$ cat config.mk
export PLATFORM = sky130hd
export DESIGN_NAME = hfrv_trace_buffer
export DESIGN_NICKNAME = d
export VERILOG_FILES = /design/src/rtl/hfrv_trace_pkg.sv /design/src/rtl/hfrv_trace_ring.sv /design/src/rtl/hfrv_trace_buffer.sv
export SDC_FILE = /design/constraint.sdc
export NUM_CORES = 1
export LEC_CHECK = 0
export CORE_MARGIN = 5
export CORE_UTILIZATION = 30
export DETAILED_ROUTE_END_ITERATION = 12
export GPL_ROUTABILITY_DRIVEN = 0
export PLACE_DENSITY = 0.56
export SETUP_SLACK_MARGIN = 0.1
export SLEW_MARGIN = 20
export SYNTH_ARGS = -nofsm -noshare
export SYNTH_HDL_FRONTEND = slang
export SYNTH_SLANG_ARGS = --single-unit
$ cat constraint.sdc
create_clock -name clk -period 17.2 [get_ports clk]
set_input_delay 2.58 -clock clk [delete_from_list [all_inputs] [get_ports clk]]
set_output_delay 2.58 -clock clk [all_outputs]
set_load 0.1 [all_outputs]
$ cat src/rtl/hfrv_trace_pkg.sv
// hfrv_trace_pkg: shared FSM states, opcode classes and classifier for the retire trace buffer.
// Optional build macro HFRV_TRACE_TIMESTAMP_EN is consumed by hfrv_trace_buffer.
package hfrv_trace_pkg;

    typedef enum logic [1:0] {
        ST_RUN    = 2'd0,
        ST_POST   = 2'd1,
        ST_FROZEN = 2'd2
    } trace_state_e;

    typedef enum logic [2:0] {
        OC_LOAD, OC_STORE, OC_BRANCH, OC_JUMP, OC_OP, OC_OPIMM, OC_UPPER, OC_OTHER
    } opclass_e;

    localparam int NUM_CLASSES = 8;

    localparam logic [6:0] OPC_LOAD   = 7'h03;
    localparam logic [6:0] OPC_STORE  = 7'h23;
    localparam logic [6:0] OPC_BRANCH = 7'h63;
    localparam logic [6:0] OPC_JAL    = 7'h6F;
    localparam logic [6:0] OPC_JALR   = 7'h67;
    localparam logic [6:0] OPC_OP     = 7'h33;
    localparam logic [6:0] OPC_OPIMM  = 7'h13;
    localparam logic [6:0] OPC_LUI    = 7'h37;
    localparam logic [6:0] OPC_AUIPC  = 7'h17;

    function automatic opclass_e opclass_of(input logic [6:0] opc);
        case (opc)
            OPC_LOAD:            return OC_LOAD;
            OPC_STORE:           return OC_STORE;
            OPC_BRANCH:          return OC_BRANCH;
            OPC_JAL, OPC_JALR:   return OC_JUMP;
            OPC_OP:              return OC_OP;
            OPC_OPIMM:           return OC_OPIMM;
            OPC_LUI, OPC_AUIPC:  return OC_UPPER;
            default:             return OC_OTHER;
        endcase
    endfunction

endpackage

$ cat src/rtl/hfrv_trace_ring.sv
// hfrv_trace_ring: circular entry store with occupancy count and sticky overwrite flag.
// Writes and pops are never requested in the same cycle by the owning FSM.
module hfrv_trace_ring #(
    parameter int DEPTH = 16,
    parameter int W     = 64
) (
    input  logic                     clk,
    input  logic                     reset,
    input  logic                     wr_en,
    input  logic [W-1:0]             wr_data,
    input  logic                     rd_en,
    output logic [W-1:0]             rd_data,
    output logic [$clog2(DEPTH):0]   count,
    output logic                     overflow
);
    localparam int AW = $clog2(DEPTH);
    localparam int CW = AW + 1;

    logic [W-1:0]  mem_q [DEPTH];
    logic [AW-1:0] wr_ptr_q, wr_ptr_d, rd_ptr_q, rd_ptr_d;
    logic [CW-1:0] count_q, count_d;
    logic          ovf_q, ovf_d;
    logic          full;

    assign full     = count_q == CW'(DEPTH);
    assign count    = count_q;
    assign overflow = ovf_q;
    assign rd_data  = (count_q != '0) ? mem_q[rd_ptr_q] : '0;

    always_comb begin
        wr_ptr_d = wr_ptr_q;
        rd_ptr_d = rd_ptr_q;
        count_d  = count_q;
        ovf_d    = ovf_q;
        if (wr_en) begin
            wr_ptr_d = wr_ptr_q + 1'b1;
            if (full) begin
                rd_ptr_d = rd_ptr_q + 1'b1;
                ovf_d    = 1'b1;
            end else begin
                count_d = count_q + 1'b1;
            end
        end else if (rd_en && count_q != '0) begin
            rd_ptr_d = rd_ptr_q + 1'b1;
            count_d  = count_q - 1'b1;
            // draining the last entry ends the capture episode
            ovf_d    = (count_q == CW'(1)) ? 1'b0 : ovf_q;
        end
    end

    always_ff @(posedge clk) begin
        if (reset) begin
            wr_ptr_q <= '0;
            rd_ptr_q <= '0;
            count_q  <= '0;
            ovf_q    <= 1'b0;
        end else begin
            wr_ptr_q <= wr_ptr_d;
            rd_ptr_q <= rd_ptr_d;
            count_q  <= count_d;
            ovf_q    <= ovf_d;
        end
    end

    always_ff @(posedge clk) begin
        if (wr_en) mem_q[wr_ptr_q] <= wr_data;
    end

endmodule

$ cat src/rtl/hfrv_trace_buffer.sv
// hfrv_trace_buffer: retire-stage trace capture with PC trigger, freeze/readout and opcode-class counters.
// Define HFRV_TRACE_TIMESTAMP_EN to store a free-running cycle stamp per entry and expose rd_ts.
module hfrv_trace_buffer
    import hfrv_trace_pkg::*;
#(
    parameter int XLEN      = 32,
    parameter int DEPTH     = 16,
    parameter int POST_TRIG = 4,
    parameter int CNT_W     = 16
) (
    input  logic                   clk,
    input  logic                   reset,
    input  logic                   ev_valid,
    input  logic [XLEN-1:0]        ev_pc,
    input  logic [31:0]            ev_instr,
    input  logic                   trig_en,
    input  logic [XLEN-1:0]        trig_pc,
    output logic                   rd_valid,
    input  logic                   rd_ready,
    output logic [XLEN-1:0]        rd_pc,
    output logic [31:0]            rd_instr,
    output logic [$clog2(DEPTH):0] count,
    output logic                   overflow,
    output logic [1:0]             state,
    input  logic [2:0]             cnt_sel,
    output logic [CNT_W-1:0]       cnt_val,
    input  logic                   clr_cnt
`ifdef HFRV_TRACE_TIMESTAMP_EN
    ,
    output logic [31:0]            rd_ts
`endif
);
    localparam int CW = $clog2(DEPTH) + 1;

    typedef struct packed {
        logic [XLEN-1:0] pc;
        logic [31:0]     instr;
`ifdef HFRV_TRACE_TIMESTAMP_EN
        logic [31:0]     ts;
`endif
    } entry_t;

    trace_state_e     state_q, state_d;
    logic [CW-1:0]    rem_q, rem_d;
    logic [CNT_W-1:0] cnt_q [NUM_CLASSES];
    logic [CNT_W-1:0] cnt_d [NUM_CLASSES];
    entry_t           wr_e, rd_e;
    logic             frozen, wr_en, pop, hit;
    opclass_e         cls;

    assign frozen   = state_q == ST_FROZEN;
    assign wr_en    = ev_valid && !frozen;
    assign rd_valid = frozen && count != '0;
    assign pop      = rd_valid && rd_ready;
    assign hit      = ev_valid && trig_en && ev_pc == trig_pc;
    assign cls      = opclass_of(ev_instr[6:0]);
    assign state    = state_q;
    assign rd_pc    = rd_e.pc;
    assign rd_instr = rd_e.instr;
    assign cnt_val  = cnt_q[cnt_sel];
    assign wr_e.pc    = ev_pc;
    assign wr_e.instr = ev_instr;

`ifdef HFRV_TRACE_TIMESTAMP_EN
    logic [31:0] ts_q;

    assign wr_e.ts = ts_q;
    assign rd_ts   = rd_e.ts;

    always_ff @(posedge clk) begin
        ts_q <= reset ? 32'd0 : ts_q + 32'd1;
    end
`endif

    hfrv_trace_ring #(.DEPTH(DEPTH), .W($bits(entry_t))) u_ring (
        .clk      (clk),
        .reset    (reset),
        .wr_en    (wr_en),
        .wr_data  (wr_e),
        .rd_en    (pop),
        .rd_data  (rd_e),
        .count    (count),
        .overflow (overflow)
    );

    always_comb begin
        state_d = state_q;
        rem_d   = rem_q;
        case (state_q)
            ST_RUN: if (hit) begin
                state_d = (POST_TRIG == 0) ? ST_FROZEN : ST_POST;
                rem_d   = CW'(POST_TRIG);
            end
            ST_POST: if (ev_valid) begin
                rem_d   = rem_q - 1'b1;
                state_d = (rem_q == CW'(1)) ? ST_FROZEN : ST_POST;
            end
            ST_FROZEN: if (pop && count == CW'(1)) state_d = ST_RUN;
            default: state_d = ST_RUN;
        endcase
    end

    // counters observe every retire regardless of trace state; clear beats increment
    always_comb begin
        cnt_d = cnt_q;
        if (clr_cnt) cnt_d = '{default: '0};
        else if (ev_valid && !(&cnt_q[cls])) cnt_d[cls] = cnt_q[cls] + 1'b1;
    end

    always_ff @(posedge clk) begin
        if (reset) begin
            state_q <= ST_RUN;
            rem_q   <= '0;
            cnt_q   <= '{default: '0};
        end else begin
            state_q <= state_d;
            rem_q   <= rem_d;
            cnt_q   <= cnt_d;
        end
    end

endmodule
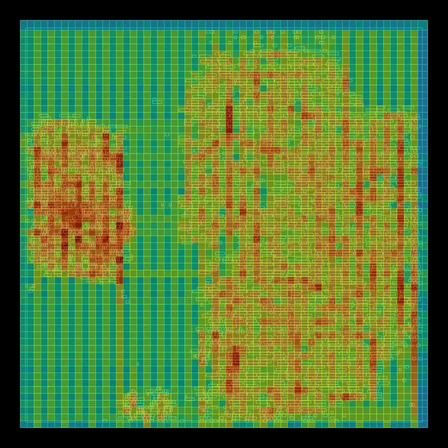
Fig. 1. Routing congestion map.
fraction of met1 tracks used by global routing: 0.202
met2 usage: 0.251

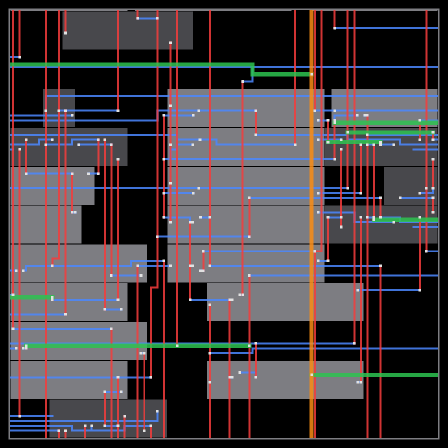
Fig. 2. Layout detail.
Region (190, 272) to (220, 302) µm. Cells in grey, sequential cells in the stronger grey; small squares are vias.
Key: green = metal 3; blue = metal 1; orange = metal 4; red = metal 2
Sequential cells in the window: 13. Netlist names of flops here include u_ring.mem_q (13). 19 logic cells have their middle in the window. Most frequent: edfxtp_1 (13), mux4_2 (4).

==> design notes <==
The timing report notes that buffer and inverter cells on the critical path total 3. Layer with the highest usage after global routing: met2. After detailed routing, the number of vias per cell comes to 5.20.

The run gives 2862 for the final net count. The longest incremental delay of any stage on the critical path is reported as 1.23 ns. The largest registers in the layout are u_ring.mem_q: 1024 flops, cnt_q: 128 flops.

The count of antenna diodes in the layout was 1. The complex-gate fraction of the synthesized area was 0.0438; the cell total after placement was 4684. After synthesis the netlist holds a flip-flop and latch count of 1177. Per the CTS log, the root buffer master is clkbuf_16.

The first detailed-routing pass took 6 iterations. The tools report the yosys stat cell total as 2526. Worst slack at placement: 9.16 ns. The final timing report counts setup violations totalling 0. With the slew at the pin closest to its max-slew limit at 1.32 ns, the vias after detailed routing is 25521.

Depth of the CTS H-tree: 4. In the layout the tool counted multi-input logic cells amounting to 1158. Largest area contributor in the synthesized netlist: edfxtp_1.

The logs give a warning total of 36. TritonRoute reported its final design rule violation total as 0. The sequential cell area share is 0.600.

The total core area was 159000 µm². The flow ran to the end, and the final reports show no timing, DRC or antenna violations. The share of flip-flops with an asynchronous set or reset after synthesis was 0. The worst setup path is launched from a register. The register with the most flip-flops in the layout has 1024 of them. The final layout contains a sequential cell count of 1177.

The top cell types in the final layout, fill and taps aside, are 1024 x edfxtp_1, 352 x mux4_2, 184 x clkdlybuf4s50_1, 149 x dfxtp_1, 132 x clkbuf_16. Timing endpoint of the critical path: rd_pc[22]. STA classifies the critical path endpoint as a primary output. The run gives 0.484 for the sequential power share.

With the fraction of synthesized area in multiplexers at 0.173, the global route total overflow is 0. The maximum number of pins on one net before global-route repair was 106; the worst slew margin relative to its limit was 0.112.
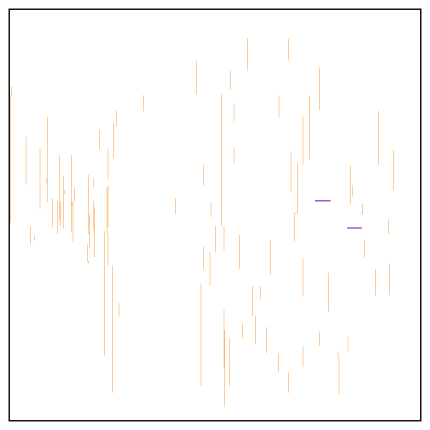
Fig. 3. Wiring by layer.
Scale: 1 px per µm. Only two layers are drawn.
Key: orange = metal 4 [wire length 3040 µm]; purple = metal 5 [wire length 26.7 µm]

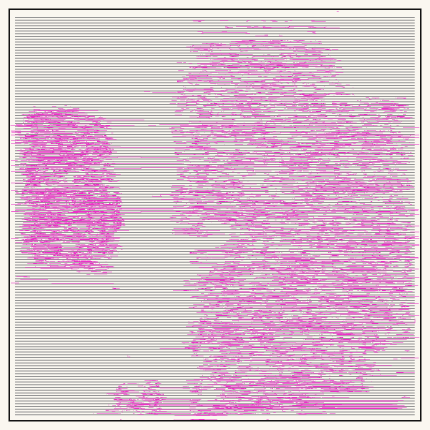
Fig. 4. The metal 1 layer.
Scale: 1 px per µm. Supply wires on this layer in grey.
The layer holds 42% of the routed length. The longest straight run is 119 µm. 2748 nets have wire on it. The layer carries 54.5 mm of wire.

No activity file was given, so power comes from the tool's default toggle rates.
